<file path="src/rtl/pmu_seq_gen.sv">
// PMU test-line sequencer: DA_test1 pulse, DA_test2/DA_test3 spaced handshake, trim code on DA_test4.
// Latency: outputs change at the C_start edge; one sequence lasts N+G+2 cycles. No backpressure: C_start is ignored while busy.
// Optional feature: define PMU_SEQ_STATS_EN to add the saturating C_seq_cnt completion counter.
module pmu_seq_gen #(
    parameter int MIN_PULSE_CYC = 1001,
    parameter int MIN_GAP_CYC   = 3
) (
    input  logic        C_clk,
    input  logic        C_rst,
    input  logic        C_start,
    input  logic [15:0] C_pulse_len,
    input  logic [7:0]  C_gap_len,
    input  logic [3:0]  C_code,
    output logic        DA_test1,
    output logic        DA_test2,
    output logic        DA_test3,
    output logic [3:0]  DA_test4,
    output logic        C_busy,
    output logic        C_done
`ifdef PMU_SEQ_STATS_EN
    ,
    output logic [15:0] C_seq_cnt
`endif
);

    // Floors of at least one cycle keep the minus-one counter loads from wrapping.
    localparam int          MIN_P_I = (MIN_PULSE_CYC < 1) ? 1 : MIN_PULSE_CYC;
    localparam int          MIN_G_I = (MIN_GAP_CYC < 1) ? 1 : MIN_GAP_CYC;
    localparam logic [15:0] MIN_P   = 16'(MIN_P_I);
    localparam logic [15:0] MIN_G   = 16'(MIN_G_I);

    typedef enum logic [1:0] {
        IDLE  = 2'd0,
        PULSE = 2'd1,
        GAP   = 2'd2,
        DONE  = 2'd3
    } state_t;

    state_t      state_q, state_d;
    logic [15:0] cnt_q, cnt_d;
    logic [15:0] gap_m1_q, gap_m1_d;
    logic        t1_q, t1_d;
    logic        t2_q, t2_d;
    logic        t3_q, t3_d;
    logic [3:0]  t4_q, t4_d;
    logic        busy_q, busy_d;
    logic        done_q, done_d;
    logic        enter_done;

    logic [15:0] pulse_eff;
    logic [15:0] gap_in;
    logic [15:0] gap_eff;

    assign pulse_eff = (C_pulse_len > MIN_P) ? C_pulse_len : MIN_P;
    assign gap_in    = {8'd0, C_gap_len};
    assign gap_eff   = (gap_in > MIN_G) ? gap_in : MIN_G;

    always_comb begin
        state_d    = state_q;
        cnt_d      = cnt_q;
        gap_m1_d   = gap_m1_q;
        t1_d       = t1_q;
        t2_d       = t2_q;
        t3_d       = t3_q;
        t4_d       = t4_q;
        busy_d     = busy_q;
        done_d     = 1'b0;
        enter_done = 1'b0;

        case (state_q)
            IDLE: begin
                if (C_start) begin
                    state_d  = PULSE;
                    cnt_d    = pulse_eff - 16'd1;
                    gap_m1_d = gap_eff - 16'd1;
                    t4_d     = C_code;
                    t1_d     = 1'b1;
                    busy_d   = 1'b1;
                end
            end
            PULSE: begin
                if (cnt_q == 16'd0) begin
                    // DA_test3 is still high here, so DA_test2 never rises against a low DA_test3.
                    state_d = GAP;
                    cnt_d   = gap_m1_q;
                    t1_d    = 1'b0;
                    t2_d    = 1'b1;
                end else begin
                    cnt_d = cnt_q - 16'd1;
                end
            end
            GAP: begin
                if (cnt_q == 16'd0) begin
                    state_d    = DONE;
                    t3_d       = 1'b0;
                    done_d     = 1'b1;
                    enter_done = 1'b1;
                end else begin
                    cnt_d = cnt_q - 16'd1;
                end
            end
            DONE: begin
                state_d = IDLE;
                t2_d    = 1'b0;
                t3_d    = 1'b1;
                busy_d  = 1'b0;
            end
            default: begin
                state_d = IDLE;
                busy_d  = 1'b0;
            end
        endcase
    end

    always_ff @(posedge C_clk) begin
        if (C_rst) begin
            state_q  <= IDLE;
            cnt_q    <= 16'd0;
            gap_m1_q <= 16'd0;
            t1_q     <= 1'b0;
            t2_q     <= 1'b0;
            t3_q     <= 1'b1;
            t4_q     <= 4'd0;
            busy_q   <= 1'b0;
            done_q   <= 1'b0;
        end else begin
            state_q  <= state_d;
            cnt_q    <= cnt_d;
            gap_m1_q <= gap_m1_d;
            t1_q     <= t1_d;
            t2_q     <= t2_d;
            t3_q     <= t3_d;
            t4_q     <= t4_d;
            busy_q   <= busy_d;
            done_q   <= done_d;
        end
    end

    assign DA_test1 = t1_q;
    assign DA_test2 = t2_q;
    assign DA_test3 = t3_q;
    assign DA_test4 = t4_q;
    assign C_busy   = busy_q;
    assign C_done   = done_q;

`ifdef PMU_SEQ_STATS_EN
    logic [15:0] seq_cnt_q;

    always_ff @(posedge C_clk) begin
        if (C_rst) begin
            seq_cnt_q <= 16'd0;
        end else if (enter_done && (seq_cnt_q != 16'hFFFF)) begin
            seq_cnt_q <= seq_cnt_q + 16'd1;
        end
    end

    assign C_seq_cnt = seq_cnt_q;
`endif

endmodule

</file>
<file path="config.mk">
export PLATFORM = sky130hd
export DESIGN_NAME = pmu_seq_gen
export DESIGN_NICKNAME = d
export VERILOG_FILES = /design/src/rtl/pmu_seq_gen.sv
export SDC_FILE = /design/constraint.sdc
export NUM_CORES = 1
export LEC_CHECK = 0
export ABC_AREA = 0
export ABC_CLOCK_PERIOD_IN_PS = 4600
export CORE_UTILIZATION = 54
export DETAILED_ROUTE_END_ITERATION = 10
export PLACE_DENSITY = 0.81
export SLEW_MARGIN = 0
export SYNTH_ARGS = -nofsm -noshare
export SYNTH_HDL_FRONTEND = slang
export SYNTH_SLANG_ARGS = --single-unit
</file>
<file path="constraint.sdc">
create_clock -name C_clk -period 4.6 [get_ports C_clk]
set_clock_uncertainty 0.2 [all_clocks]
set_input_delay 0.69 -clock C_clk [delete_from_list [all_inputs] [get_ports C_clk]]
set_output_delay 0.69 -clock C_clk [all_outputs]
set_load 0.005 [all_outputs]
</file>
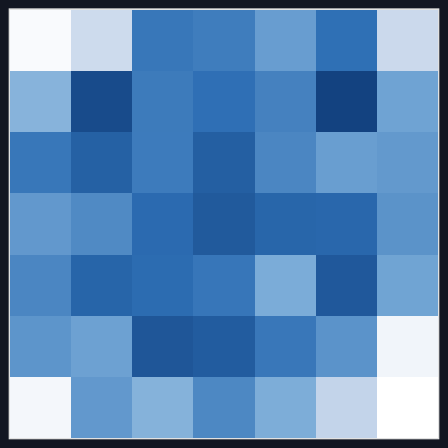
**Above:** run 1 (local utilization).
7 x 7 tiles, from white (low) to dark blue (high), 0 to 100% covered.
- nearly empty tiles: 2.0%
- mean over tiles: 60%
- emptiest ninth of the die: south-east
- tiles over 75% full: 27%
- fullest tile: 93%
area of the core: 4350 µm²
Core Util, Final: 67.3%
Pre-Place Util: 56.1%

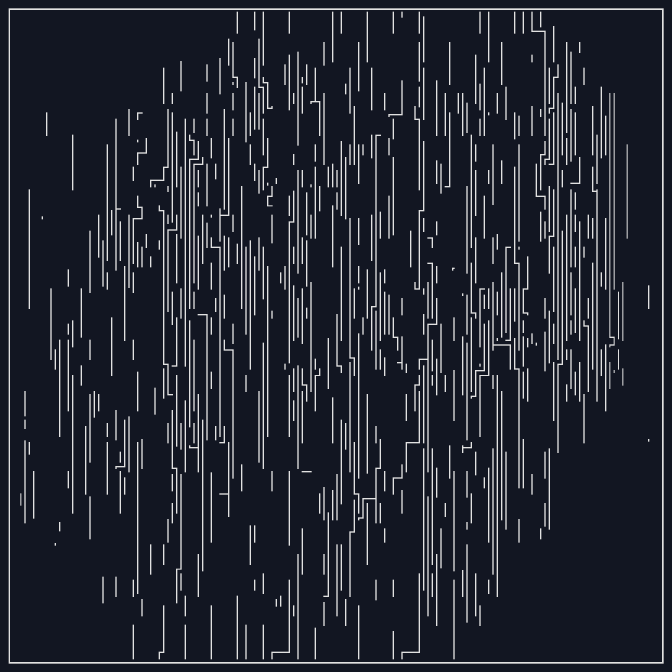
**Above:** run 1 (metal 2).
- share of all routed wire: 44%
- wire length on this layer: 2610 µm
- main direction: vertical
- nets with wire on the layer: 307
Post-Route WL: 5.91 mm
grt met2 use: 36.1%
routed vias: 2432

==> impl_table.tex, run 1 <==
% Auto-generated results table
\begin{tabular}{lr}
\hline
Metric & Value \\
\hline
\multicolumn{2}{l}{\textbf{Min path}} \\
Type of the worst min-delay path & flip-flop to flip-flop \\
\multicolumn{2}{l}{\textbf{Power}} \\
Sw Share & 47.2\% \\
Total power & 0.00176 W \\
Power per unit of standard cell area & 601 nW/µm² \\
Peak supply drop & 0.412 mV \\
Share of power burned in registers & 29.6\% \\
Power share of the clock group & 13.6\% \\
Power Internal & 0.000930 W \\
Comb pwr share & 56.8\% \\
Net switching power figure & 0.000831 W \\
Leakage power of the design & 1.02 nW \\
\multicolumn{2}{l}{\textbf{Clock tree}} \\
Clock insertion delay at the later pin of the skew report & 300 ps \\
Clk sinks & 36 \\
Root buffer cell & clkbuf\_8 \\
Total of cells resized after clock tree synthesis & 0 \\
Number of buffers inserted by hold repair at cts & 0 \\
TritonCTS buffer count & 5 \\
Buffer levels on the longest clock path & 2 \\
Number of buffers inserted to repair setup after CTS & 0 \\
TritonCTS clock tree & done \\
\multicolumn{2}{l}{\textbf{Critical path}} \\
Critical path peak fanout & 5 \\
Worst endpoint data arrival time & 4020 ps \\
Critical setup path kind & input port to flip-flop \\
Worst Path Required & 4590 ps \\
Crit path launch type & input port \\
Kind of end point of the critical path & flip-flop \\
\multicolumn{2}{l}{\textbf{Die}} \\
Overall die area & 4800 µm² \\
Floorplan die height & 69.3 µm \\
Placement Rows & 24 \\
Die x size & 69.3 µm \\
I/O pin total & 40 \\
\multicolumn{2}{l}{\textbf{STA}} \\
Final total negative setup slack & 0 ps \\
Setup slack after layout & 577 ps \\
Final-report hold violation count & 0 \\
Max-slew headroom & 27.8\% \\
Crit path time final & 4020 ps \\
Transition time at the pin with the least slew margin & 1080 ps \\
Setup repair after global routing missed its margin & no \\
Slew Viols, Final & 0 \\
Highest Clock Rate & 249 MHz \\
\multicolumn{2}{l}{\textbf{Placed design}} \\
RePlAce Congestion & 0.898 \\
Placed Cells & 392 \\
Worst slack at placement & 352 ps \\
Post-DP HPWL & 4.36 mm \\
Count of port buffers added during placement & 39 \\
\multicolumn{2}{l}{\textbf{Logic synthesis}} \\
Chip area in the Yosys report & 2440 µm² \\
Post-synthesis cell type with the largest combined area & dfxtp\_1 \\
Instance count of the mapped netlist & 317 \\
Post-synthesis register bit count & 36 \\
Leading cell types by count after synthesis & 37 x nor2\_1, 36 x dfxtp\_1, 32 x nand2\_1 \\
Post-synthesis cell type with the largest instance count & nor2\_1 \\
EDFF count, synth & 0 \\
Ranking of synthesized cells by area & dfxtp\_1 30\%, nor2\_1 5.7\%, a21oi\_1 5.5\% \\
Async set-reset flop share out of synthesis & 0\% \\
Synth Seq Share & 29.5\% \\
Netlist Area Pre-Place & 2440 µm² \\
Yosys top cell area share & 29.5\% \\
Most common flop cell mapped by yosys & dfxtp\_1 \\
Synth unique cells & 58 \\
Mapped Nets & 355 \\
Cell count in the Yosys report & 317 \\
\multicolumn{2}{l}{\textbf{Global route}} \\
Maximum number of pins on one net before global-route repair & 29 \\
Remaining global-route overflow & 0 \\
Number of antenna violations at the first check in global routing & 0 \\
Total GRT Usage & 25.2\% \\
\multicolumn{2}{l}{\textbf{Routing}} \\
Number of detailed-routing iterations run before antenna repair & 4 \\
Remaining number of nets flagged by the antenna check after routing & 0 \\
DRC marker count from the first detailed-route iteration & 214 \\
Drc violations & 0 \\
Routed len/inst & 14.8 µm \\
\multicolumn{2}{l}{\textbf{Final layout}} \\
Number of antenna diodes & 0 \\
Synth-to-layout area growth & 19.9\% \\
Non-Filler Instances & 400 \\
Fraction of layout instances using a drive strength above 1 & 5.75\% \\
\multicolumn{2}{l}{\textbf{Run}} \\
OpenROAD warning count & 29 \\
Maximum capacitance violations & 0 \\
\multicolumn{2}{l}{\textbf{Outcome}} \\
Result of the run & finished, final reports clean \\
\hline
\end{tabular}
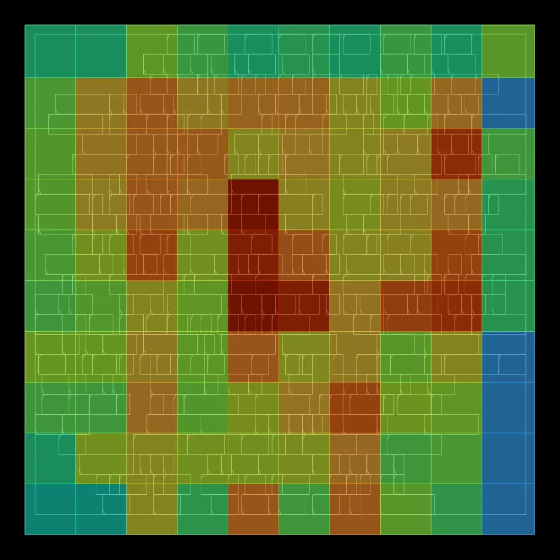
**Above:** run 1 (congestion heat map).
global-route layer with the greatest usage: met1
met1 track demand over resource in global routing: 37.6%
met3 routing resource usage after global routing: 5.23%

## run 1: critical path: stages
cell and delay [ps]:
clkdlybuf4s50_1 470, or3_1 450, nor2_1 300, o21ai_0 230, nand2_1 120, ha_1 180
or3b_2 530, or3_1 370, nor3_1 230, xnor2_1 160, a21oi_1 80, a32o_1 210
## run 1: layer usage
| layer | global-route usage, % | vias to the layer above | routed length, µm | part of all wire, % |
|---|---|---|---|---|
| met2 | 36.1 | 72 | 2610 | 44 |
| met4 | 7.48 | 0 | 59 | 1.0 |
| met1 | 37.6 | 1129 | 2920 | 49 |
| met3 | 5.23 | 8 | 328 | 5.5 |
| li1 | - | 1223 | - | - |
| met5 | 0 | - | 0 | 0 |
## run 1: power groups by stage
| stage | Clock, W | Sequential [W] | Combinational [W] |
|---|---|---|---|
| after detailed placement | 0 | 0.000524 | 0.000981 |
| after global placement | 0 | 0.000521 | 0.000971 |
| after floorplan | 0 | 0.000492 | 0.000778 |
| after global routing | 0.000259 | 0.000533 | 0.00110 |
| final | 0.000239 | 0.000522 | 0.00100 |
| after CTS | 0.000244 | 0.000518 | 0.000985 |
## run 1: final timing paths
| kind | startpoint | endpoint | slack (ps) | cells past startpoint |
|---|---|---|---|---|
| worst max-delay path | C_pulse_len[11] | cnt_q[8] | 580 | 12 |
| worst min-delay path | DA_test4[1] | DA_test4[1] | 260 | 2 |
| worst max register to register | state_q[0] | cnt_q[0] | 1560 | 8 |
| worst min register to register | DA_test4[1] | DA_test4[1] | 260 | 2 |
## run 1: flip-flops by register name, summed over array words and instances, names as in the netlist
name / cells
DA_test3: 1
DA_test1: 1
gap_m1_q: 9
C_busy: 1
DA_test4: 4
C_done: 1
cnt_q: 16
state_q: 2
DA_test2: 1
## run 1: cell usage in the layout, fill, tap and decap left out, types with 4 or more instances in the layout
cell type	instances
a211oi_1	4
a21oi_1	27
clkbuf_8	6
clkdlybuf4s50_1	39
dfxtp_1	36
ha_1	7
inv_1	8
nand2_1	32
nand3_1	17
nor2_1	37
nor3_1	10
nor4_1	7
o211ai_1	9
o21a_1	4
o21ai_0	11
o31ai_1	5
or3_1	5
or4_1	4
xnor2_1	14
xor2_1	10
## run 1: kinds of logic after synthesis
kind of cell,after synthesis,synth area share [%]
DFF,36,29.5
AOI/OAI and AO/OA,86,24.0
xor gates and xnor gates,24,8.61
buffers and inverters,25,4.10
adders and majority gates,7,3.59
muxes,1,0.410
and+or+nand+nor,138,29.8
## run 1: layout make-up
| type | count | area (µm²) |
|---|---|---|
| fill | 362 | 1430 |
| sequential | 36 | 721 |
| inverter | 8 | 30.0 |
| clock inverter | 1 | 7.51 |
| timing repair buffer | 40 | 398 |
| clock buffer | 7 | 86.3 |
| tap | 52 | 65.1 |
| multi-input combinational | 256 | 1620 |
## run 1: metrics by stage
step                hold slack [ps]  instance area [µm²]
floorplan                       232                 2440
global placement                243                 2840
detailed placement              250                 2840
CTS                             260                 2930
global route                    277                 2930
finish                          257                 2930
**Run 1: gate-type map**

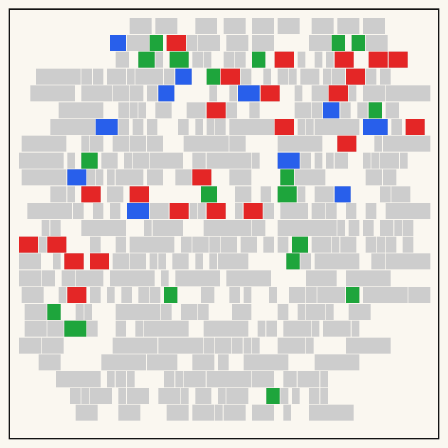

## Run 2: what changed since run 1
--- a/config.mk
+++ b/config.mk
@@ -6,10 +6,10 @@
 export NUM_CORES = 1
 export LEC_CHECK = 0
 export ABC_AREA = 0
-export ABC_CLOCK_PERIOD_IN_PS = 4600
-export CORE_UTILIZATION = 54
+export ABC_CLOCK_PERIOD_IN_PS = 3400
+export CORE_UTILIZATION = 48
 export DETAILED_ROUTE_END_ITERATION = 10
-export PLACE_DENSITY = 0.81
+export PLACE_DENSITY = 0.76
 export SLEW_MARGIN = 0
 export SYNTH_ARGS = -nofsm -noshare
 export SYNTH_HDL_FRONTEND = slang
==> constraint.sdc (replaced) <==
create_clock -name C_clk -period 3.4 [get_ports C_clk]
set_clock_uncertainty 0.2 [all_clocks]
set_input_delay 0.51 -clock C_clk [delete_from_list [all_inputs] [get_ports C_clk]]
set_output_delay 0.51 -clock C_clk [all_outputs]
set_load 0.005 [all_outputs]
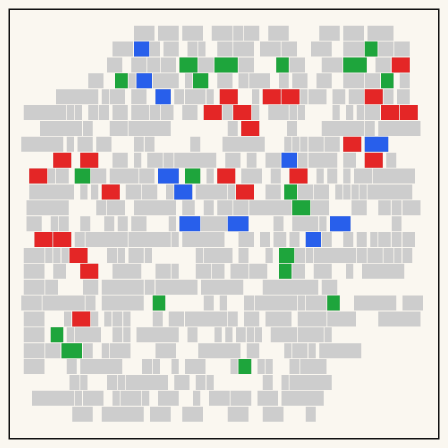
**Above:** run 2 (gate-type map).
- green: AND and OR gates (cells 19; where all over the die)
- red: XOR/XNOR gates (cells 24)
- blue: AND-OR and OR-AND gates (cells 11)
Non-Filler Instances: 443
fraction of area in multi-input gates: 51.7%
top logic cell by instance count in the layout: clkdlybuf4s50_1

==> run 2 against run 1 <==
Sequential share of layout area fell by 2.0 points. Sequential cell count did not move. Worst setup slack got worse by 440 ps. Non-clock buffer count rose by 28. Hold slack got worse by 1.2 ps. Critical path depth did not move. Final area rose by 8.6%. Count of clock-buffer cells in the layout did not move. First-iteration DRC count fell by 21%. Via count rose by 5.3%. Highest routed layer unchanged.
==> impl_table.tex, run 2 <==
% Auto-generated results table
\begin{tabular}{lr}
\hline
Metric & Value \\
\hline
\multicolumn{2}{l}{\textbf{Outcome}} \\
Result of the run & finished, final reports clean \\
\multicolumn{2}{l}{\textbf{Global route}} \\
Global-route wire length before repair & 10.6 mm \\
Maximum number of pins on one net before global-route repair & 28 (-3.4\%) \\
Total GRT Usage & 25.5\% (+0.33 points) \\
Number of antenna violations at the first check in global routing & 0 (unchanged) \\
Remaining global-route overflow & 0 (unchanged) \\
Vias in the first global route & 2288 \\
\multicolumn{2}{l}{\textbf{Logic synthesis}} \\
Compound-gate portion of the synthesized area & 24.0\% (unchanged) \\
Synth Seq Share & 29.5\% (unchanged) \\
Instance count of the mapped netlist & 317 (unchanged) \\
Leading cell types by count after synthesis & 37 x nor2\_1, 36 x dfxtp\_1, 32 x nand2\_1 \\
Mux frac, synth & 0.410\% (unchanged) \\
Cell count in the Yosys report & 317 (unchanged) \\
Chip area in the Yosys report & 2440 µm² (unchanged) \\
Yosys top cell area share & 29.5\% (unchanged) \\
Adder-cell share of the synthesized area & 3.59\% (unchanged) \\
Simple-gate share of the synthesized area & 29.8\% (unchanged) \\
Mean instance size in the synthesized netlist & 7.70 µm² \\
Dominant non-sequential cell family after synthesis & simple AND/OR/NAND/NOR gates \\
Post-synthesis register bit count & 36 (unchanged) \\
Yosys synthesis warning count & 0 \\
Synth unique cells & 58 (unchanged) \\
Mapped Nets & 355 (unchanged) \\
Post-synthesis cell type with the largest combined area & dfxtp\_1 \\
EDFF count, synth & 0 (unchanged) \\
Async set-reset flop share out of synthesis & 0\% (unchanged) \\
Most common flop cell mapped by yosys & dfxtp\_1 \\
Post-synthesis cell type with the largest instance count & nor2\_1 \\
Ranking of synthesized cells by area & dfxtp\_1 30\%, nor2\_1 5.7\%, a21oi\_1 5.5\% \\
Netlist Area Pre-Place & 2440 µm² (unchanged) \\
Fraction of synthesized cell area in xor and xnor cells & 8.61\% (unchanged) \\
\multicolumn{2}{l}{\textbf{STA}} \\
Final total negative setup slack & 0 ps (unchanged) \\
Endpoints failing setup & 0 \\
Final-report hold violation count & 0 (unchanged) \\
Ratio of final minimum period to clock period & 96.0\% \\
Transition time at the pin with the least slew margin & 628 ps (-449 ps) \\
Max-slew headroom & 57.8\% (+30 points) \\
Highest Clock Rate & 306 MHz \\
Crit path time final & 3260 ps \\
Slew Viols, Final & 0 (unchanged) \\
\multicolumn{2}{l}{\textbf{Routing}} \\
Routed vias & 2560 (+5.3\%) \\
Routed len/inst & 14.7 µm (-0.32\%) \\
Number of detailed-routing iterations run before antenna repair & 5 (+1) \\
Drc violations & 0 (unchanged) \\
Post-Route WL & 6.53 mm (+10\%) \\
Remaining number of nets flagged by the antenna check after routing & 0 (unchanged) \\
DRC marker count from the first detailed-route iteration & 170 (-21\%) \\
\multicolumn{2}{l}{\textbf{Clock tree}} \\
Root buffer cell & clkbuf\_8 \\
Clock-pin slew of the registers on the worst-case setup and hold paths & 70 ps \\
Clk sinks & 36 (unchanged) \\
TritonCTS buffer count & 5 (unchanged) \\
Number of buffers inserted to repair setup after CTS & 0 (unchanged) \\
Total of cells resized after clock tree synthesis & 0 (unchanged) \\
Number of buffers inserted by hold repair at cts & 0 (unchanged) \\
Buffer levels on the longest clock path & 2 (unchanged) \\
CTS H-Tree Depth & 2 \\
Clock insertion delay at the later pin of the skew report & 290 ps (about the same) \\
TritonCTS clock tree & done \\
\multicolumn{2}{l}{\textbf{Die}} \\
Overall die area & 5380 µm² (+12\%) \\
Floorplan die height & 73.3 µm (+5.9\%) \\
Area of the core & 4820 µm² (+11\%) \\
Die x size & 73.3 µm (+5.9\%) \\
Placement Rows & 25 (+4.2\%) \\
Pre-Place Util & 50.7\% (-5.4 points) \\
I/O pin total & 40 (unchanged) \\
\multicolumn{2}{l}{\textbf{Final layout}} \\
Number of antenna diodes & 0 (unchanged) \\
Fraction of layout instances using a drive strength above 1 & 14.1\% (+8.3 points) \\
Synth-to-layout area growth & 30.3\% \\
Core Util, Final & 66.1\% (-1.2 points) \\
Post-Layout Inst Area & 3180 µm² (+8.6\%) \\
Commonest non-fill, non-tap cells in the layout & 39 x clkdlybuf4s50\_1, 36 x dfxtp\_1, 36 x nor2\_1 \\
Largest Register & cnt\_q \\
Number of flip-flops in the largest register & 16 (unchanged) \\
\multicolumn{2}{l}{\textbf{Power}} \\
Peak supply drop & 0.704 mV (+71\%) \\
Leakage power of the design & 1.16 nW (+14\%) \\
Power Internal & 0.00132 W (+42\%) \\
Net switching power figure & 0.00116 W (+40\%) \\
Comb pwr share & 58.6\% (+1.8 points) \\
Share of power burned in registers & 28.2\% (-1.4 points) \\
Power per unit of standard cell area & 781 nW/µm² (+30\%) \\
Sw Share & 46.9\% (-0.30 points) \\
Power share of the clock group & 13.1\% (-0.5 points) \\
\multicolumn{2}{l}{\textbf{Run}} \\
OpenROAD warning count & 29 (unchanged) \\
Maximum capacitance violations & 0 (unchanged) \\
\multicolumn{2}{l}{\textbf{Placed design}} \\
Count of port buffers added during placement & 39 (unchanged) \\
Post-DP HPWL & 4.75 mm (+9.0\%) \\
RePlAce Congestion & 0.885 (-1.5\%) \\
Area of placed instances & 3060 µm² (+8.1\%) \\
\multicolumn{2}{l}{\textbf{Critical path}} \\
Worst Path Required & 3390 ps (-1200 ps) \\
Slowest stage delay, CP & 460 ps (-70 ps) \\
Most used cell along the critical path & or3\_4 \\
Worst endpoint data arrival time & 3250 ps (-770 ps) \\
Slowest library cell on the worst path & or3b\_2 \\
Critical setup path kind & input port to flip-flop \\
Cell chain of the critical path & clkdlybuf4s50\_1 > or3\_4 > nor2\_2 > o21ai\_1 > nand2\_1 > ha\_1 > or3b\_2 > or3\_4 > nor3\_2 > xnor2\_1 > a21oi\_1 > a32o\_1 \\
Crit path launch type & input port \\
Critical path peak fanout & 2 (-3) \\
Kind of end point of the critical path & flip-flop \\
\multicolumn{2}{l}{\textbf{Min path}} \\
Type of the worst min-delay path & flip-flop to flip-flop \\
\hline
\end{tabular}
==> run 2: critical path: cells and delay by family <==
family / cells / cell delay, ps
simple gates: 6 / 1580
buf+inv: 1 / 420
compound gates: 3 / 430
fa+ha+maj: 1 / 160
xor+xnor: 1 / 140
==> run 2: layout make-up <==
type	count	area, µm²
clock inverters	1	7.51
flip-flops and latches	36	721
fillers	433	1640
clock buffers	7	86.3
multi-input cells	256	1650
inverters	8	30.0
repair buffers	68	608
well taps	67	83.8
==> run 2: logic make-up after synthesis <==
| logic type | count (synthesis) |
|---|---|
| AOI/OAI and AO/OA | 86 |
| xor gates and xnor gates | 24 |
| adders and majority gates | 7 |
| buffers and inverters | 25 |
| DFF | 36 |
| muxes | 1 |
| and+or+nand+nor | 138 |
==> run 2: per-stage QoR <==
step | cells | setup WS, ps | power [W] | hold slack, ps
floorplan | 317 | 55.0 | 0.00172 | 232
global placement | 435 | -192 | 0.00210 | 241
detailed placement | 435 | -288 | 0.00212 | 248
CTS | 443 | 13.3 | 0.00246 | 259
global route | 443 | -9.66 | 0.00268 | 281
finish | 443 | 137 | 0.00248 | 256
==> run 2: layer usage <==
layer | track usage (%) | vias up | share of wire, %
met5 | 0 | - | 0
met4 | 8.97 | 0 | 1.6
met3 | 4.94 | 13 | 5.3
met2 | 39.1 | 71 | 46
met1 | 35.7 | 1197 | 47
li1 | - | 1279 | -
==> run 2: path summary, 6_finish.rpt <==
kind / from / end / slack [ps] / depth (start not counted)
max: C_pulse_len[10] / cnt_q[8] / 140 / 12
min: DA_test4[0] / DA_test4[0] / 260 / 2
max reg2reg: state_q[0] / cnt_q[8] / 660 / 9
min reg2reg: DA_test4[0] / DA_test4[0] / 260 / 2
==> run 2: power by group through the flow <==
stage	Combinational, W	Sequential, W	Clock, W
floorplan	0.00105	0.000666	0
global placement	0.00140	0.000698	0
detailed placement	0.00142	0.000707	0
CTS	0.00143	0.000696	0.000330
global route	0.00161	0.000715	0.000355
finish	0.00146	0.000701	0.000327
**Run 2: wiring by layer**

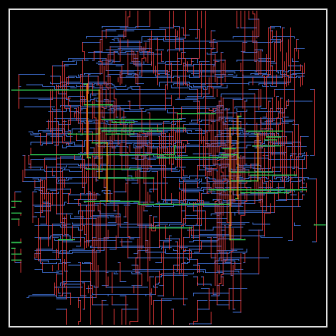

## Run 3: what changed since run 2
--- a/config.mk
+++ b/config.mk
@@ -7,9 +7,10 @@
 export LEC_CHECK = 0
 export ABC_AREA = 0
 export ABC_CLOCK_PERIOD_IN_PS = 3400
+export CORE_MARGIN = 8
 export CORE_UTILIZATION = 48
 export DETAILED_ROUTE_END_ITERATION = 10
-export PLACE_DENSITY = 0.76
+export PLACE_DENSITY = 0.84
 export SLEW_MARGIN = 0
 export SYNTH_ARGS = -nofsm -noshare
 export SYNTH_HDL_FRONTEND = slang
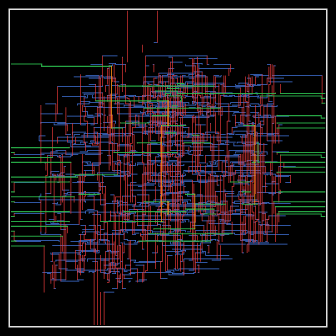
**Above:** run 3 (wiring by layer).
- red: metal 2 (wire length 3250 µm)
- orange: metal 4 (wire length 85.0 µm)
- green: metal 3 (wire length 731 µm)
- blue: metal 1 (wire length 2800 µm)
Post-Route WL: 6.87 mm
routed len/inst: 15.4 µm

==> run 3 against run 2 <==
Sequential share of layout area shrank 0.26 points. Global-route usage down 7.1 points. First-iteration DRC count up 23%. Hold slack improved by 0.96 ps. Count of clock-buffer cells in the layout did not move. Area after synthesis stayed put. Non-clock buffer count stayed put.
==> impl_table.tex, run 3 <==
% Auto-generated results table
\begin{tabular}{lr}
\hline
Metric & Value \\
\hline
\multicolumn{2}{l}{\textbf{Outcome}} \\
Result of the run & finished, final reports clean \\
\multicolumn{2}{l}{\textbf{Placed design}} \\
Post-DP HPWL & 4.95 mm (+4.2\%) \\
RePlAce Congestion & 0.886 (+0.18\%) \\
Area of placed instances & 3040 µm² (-0.86\%) \\
Count of port buffers added during placement & 39 (unchanged) \\
\multicolumn{2}{l}{\textbf{Die}} \\
Overall die area & 7630 µm² (+42\%) \\
Floorplan die height & 87.3 µm (+19\%) \\
Placement Rows & 26 (+4.0\%) \\
Die x size & 87.3 µm (+19\%) \\
Pre-Place Util & 48.8\% (-2.0 points) \\
I/O pin total & 40 (unchanged) \\
Area of the core & 5010 µm² (+4.0\%) \\
\multicolumn{2}{l}{\textbf{Critical path}} \\
Reg2Reg Depth & 7 (-2) \\
Worst Path Required & 3380 ps (about the same) \\
Slowest library cell on the worst path & clkdlybuf4s50\_1 \\
Crit path launch type & input port \\
Cell chain of the critical path & clkdlybuf4s50\_1 > and3\_1 > nand3\_2 > o21a\_1 > nor2\_2 > ha\_2 > or3b\_4 > or3\_4 > nor3\_4 > xnor2\_1 > a21oi\_1 > a32o\_1 \\
Kind of end point of the critical path & flip-flop \\
Worst endpoint data arrival time & 3310 ps (+60 ps) \\
Slowest stage delay, CP & 490 ps (+30 ps) \\
Critical path peak fanout & 3 (+1) \\
Critical setup path kind & input port to flip-flop \\
\multicolumn{2}{l}{\textbf{Final layout}} \\
Post-Layout Inst Area & 3220 µm² (+1.2\%) \\
Area of combinational cells with multiple inputs & 1670 µm² (+1.6\%) \\
Fraction of layout instances using a drive strength above 1 & 15.2\% (+1.1 points) \\
Synth-to-layout area growth & 31.8\% \\
Sequential cell area & 721 µm² (unchanged) \\
Top logic cell by instance count in the layout & clkdlybuf4s50\_1 \\
Number of antenna diodes & 0 (unchanged) \\
Number of filler cells placed in the layout & 449 (+3.7\%) \\
Number of nets in the layout & 413 \\
Number of flip-flops in the largest register & 16 (unchanged) \\
Largest Register & cnt\_q \\
Commonest non-fill, non-tap cells in the layout & 37 x clkdlybuf4s50\_1, 36 x dfxtp\_1, 35 x nor2\_1 \\
\multicolumn{2}{l}{\textbf{STA}} \\
Max-slew headroom & 60.4\% (+2.7 points) \\
Highest Clock Rate & 301 MHz (-1.9\%) \\
Final-layout worst hold slack & 256 ps (+0.960 ps) \\
Final total negative setup slack & 0 ps (unchanged) \\
Transition time at the pin with the least slew margin & 594 ps (-34.0 ps) \\
Final-report hold violation count & 0 (unchanged) \\
Slew Viols, Final & 0 (unchanged) \\
Crit path time final & 3320 ps (+61.5 ps) \\
Ratio of final minimum period to clock period & 97.8\% (+1.8 points) \\
Endpoints failing setup & 0 (unchanged) \\
\multicolumn{2}{l}{\textbf{Clock tree}} \\
Number of buffers inserted by hold repair at cts & 0 (unchanged) \\
CTS H-Tree Depth & 2 (unchanged) \\
TritonCTS clock tree & done \\
Clock-pin slew of the registers on the worst-case setup and hold paths & 70 ps (about the same) \\
Clock insertion delay at the later pin of the skew report & 290 ps (about the same) \\
Clk sinks & 36 (unchanged) \\
Buffer levels on the longest clock path & 2 (unchanged) \\
Root buffer cell & clkbuf\_8 \\
TritonCTS buffer count & 5 (unchanged) \\
\multicolumn{2}{l}{\textbf{Logic synthesis}} \\
Yosys top cell area share & 29.5\% (unchanged) \\
Post-synthesis cell type with the largest combined area & dfxtp\_1 \\
Compound-gate portion of the synthesized area & 24.0\% (unchanged) \\
Mapped Nets & 355 (unchanged) \\
Synth Seq Share & 29.5\% (unchanged) \\
Mux frac, synth & 0.410\% (unchanged) \\
Netlist Area Pre-Place & 2440 µm² (unchanged) \\
EDFF count, synth & 0 (unchanged) \\
Post-synthesis cell type with the largest instance count & nor2\_1 \\
Chip area in the Yosys report & 2440 µm² (unchanged) \\
Most common flop cell mapped by yosys & dfxtp\_1 \\
Dominant non-sequential cell family after synthesis & simple AND/OR/NAND/NOR gates \\
Cell count in the Yosys report & 317 (unchanged) \\
Yosys synthesis warning count & 0 (unchanged) \\
Mean instance size in the synthesized netlist & 7.70 µm² (unchanged) \\
Post-synthesis register bit count & 36 (unchanged) \\
Async set-reset flop share out of synthesis & 0\% (unchanged) \\
Adder-cell share of the synthesized area & 3.59\% (unchanged) \\
Ranking of synthesized cells by area & dfxtp\_1 30\%, nor2\_1 5.7\%, a21oi\_1 5.5\% \\
Leading cell types by count after synthesis & 37 x nor2\_1, 36 x dfxtp\_1, 32 x nand2\_1 \\
Simple-gate share of the synthesized area & 29.8\% (unchanged) \\
Instance count of the mapped netlist & 317 (unchanged) \\
Synth unique cells & 58 (unchanged) \\
Fraction of synthesized cell area in xor and xnor cells & 8.61\% (unchanged) \\
\multicolumn{2}{l}{\textbf{Power}} \\
Total power & 0.00245 W (-1.6\%) \\
Power per unit of standard cell area & 760 nW/µm² (-2.7\%) \\
Leakage power of the design & 1.19 nW (+2.5\%) \\
Peak supply drop & 0.433 mV (-38\%) \\
\multicolumn{2}{l}{\textbf{Min path}} \\
Worst Hold Path Cells & 2 (unchanged) \\
Type of the worst min-delay path & flip-flop to flip-flop \\
\multicolumn{2}{l}{\textbf{Global route}} \\
Remaining global-route overflow & 0 (unchanged) \\
Global-route wire length before repair & 11.4 mm (+8.1\%) \\
Maximum number of pins on one net before global-route repair & 28 (unchanged) \\
Total GRT Usage & 18.4\% (-7.1 points) \\
Number of antenna violations at the first check in global routing & 0 (unchanged) \\
Vias in the first global route & 2539 (+11\%) \\
\multicolumn{2}{l}{\textbf{Routing}} \\
Routed vias & 2591 (+1.2\%) \\
Drc violations & 0 (unchanged) \\
Ratio of routed vias to standard cells & 5.82 \\
DRC marker count from the first detailed-route iteration & 209 (+23\%) \\
Number of detailed-routing iterations run before antenna repair & 4 (-1) \\
Remaining number of nets flagged by the antenna check after routing & 0 (unchanged) \\
\multicolumn{2}{l}{\textbf{Run}} \\
Maximum capacitance violations & 0 (unchanged) \\
OpenROAD warning count & 29 (unchanged) \\
\hline
\end{tabular}
==> run 3: cell counts after synthesis <==
No cell type changed its count.
==> run 3: final timing paths <==
check	start	endpoint	slack, ps
worst min-delay path	DA_test4[2]	DA_test4[2]	260
worst max-delay path	C_pulse_len[9]	cnt_q[8]	80
worst min register to register	DA_test4[2]	DA_test4[2]	260
worst max register to register	cnt_q[0]	cnt_q[15]	680
==> run 3: worst max-delay path, delay by kind of cell <==
kind | cells | cell delay, ps
fa+ha+maj | 1 | 200
buf+inv | 1 | 490
simple gates | 6 | 1410
compound gates | 3 | 530
xor+xnor | 1 | 140
==> run 3: cells by family after synthesis <==
logic type / Yosys count
and+or+nand+nor: 138
AOI/OAI and AO/OA: 86
DFF: 36
buffers and inverters: 25
xor gates and xnor gates: 24
adders and majority gates: 7
muxes: 1
==> run 3: final cells by class <==
| cell class | instances | share of cell area [%] |
|---|---|---|
| tap | 70 | 2.72 |
| inverter | 8 | 0.933 |
| clock buffer | 7 | 2.99 |
| timing repair buffer | 68 | 19.0 |
| multi-input combinational | 256 | 51.9 |
| sequential | 36 | 22.4 |
==> run 3: layer usage <==
layer / share of wire [%] / global-route usage [%] / up-vias
met3: 11 / 6.60 / 13
met2: 47 / 30.8 / 106
met1: 41 / 21.3 / 1197
met5: 0 / 0 / -
li1: - / - / 1275
met4: 1.2 / 5.47 / 0
==> run 3: repair_timing <==
action,CTS,global route
resized,1,14
setup buffers,0,4
setup endpoints to repair,1,4
hold endpoints to repair,0,0
gates cloned,0,0
pin swaps,0,10
==> run 3: where the power goes <==
group          switching, W  internal [W]
Sequential         0.000151      0.000551
Clock              0.000150      0.000180
Combinational      0.000826      0.000588
==> run 3: stage by stage <==
stage	std cells	utilization, %	setup slack (ps)
2_1_floorplan	317	-	55.0
3_3_place_gp	434	60.6	-205
3_5_place_dp	434	60.6	-301
4_1_cts	441	62.7	29.3
5_1_grt	445	64.3	-44.7
6_report	445	64.3	75.1
Power is estimated from default activity; no workload was simulated.
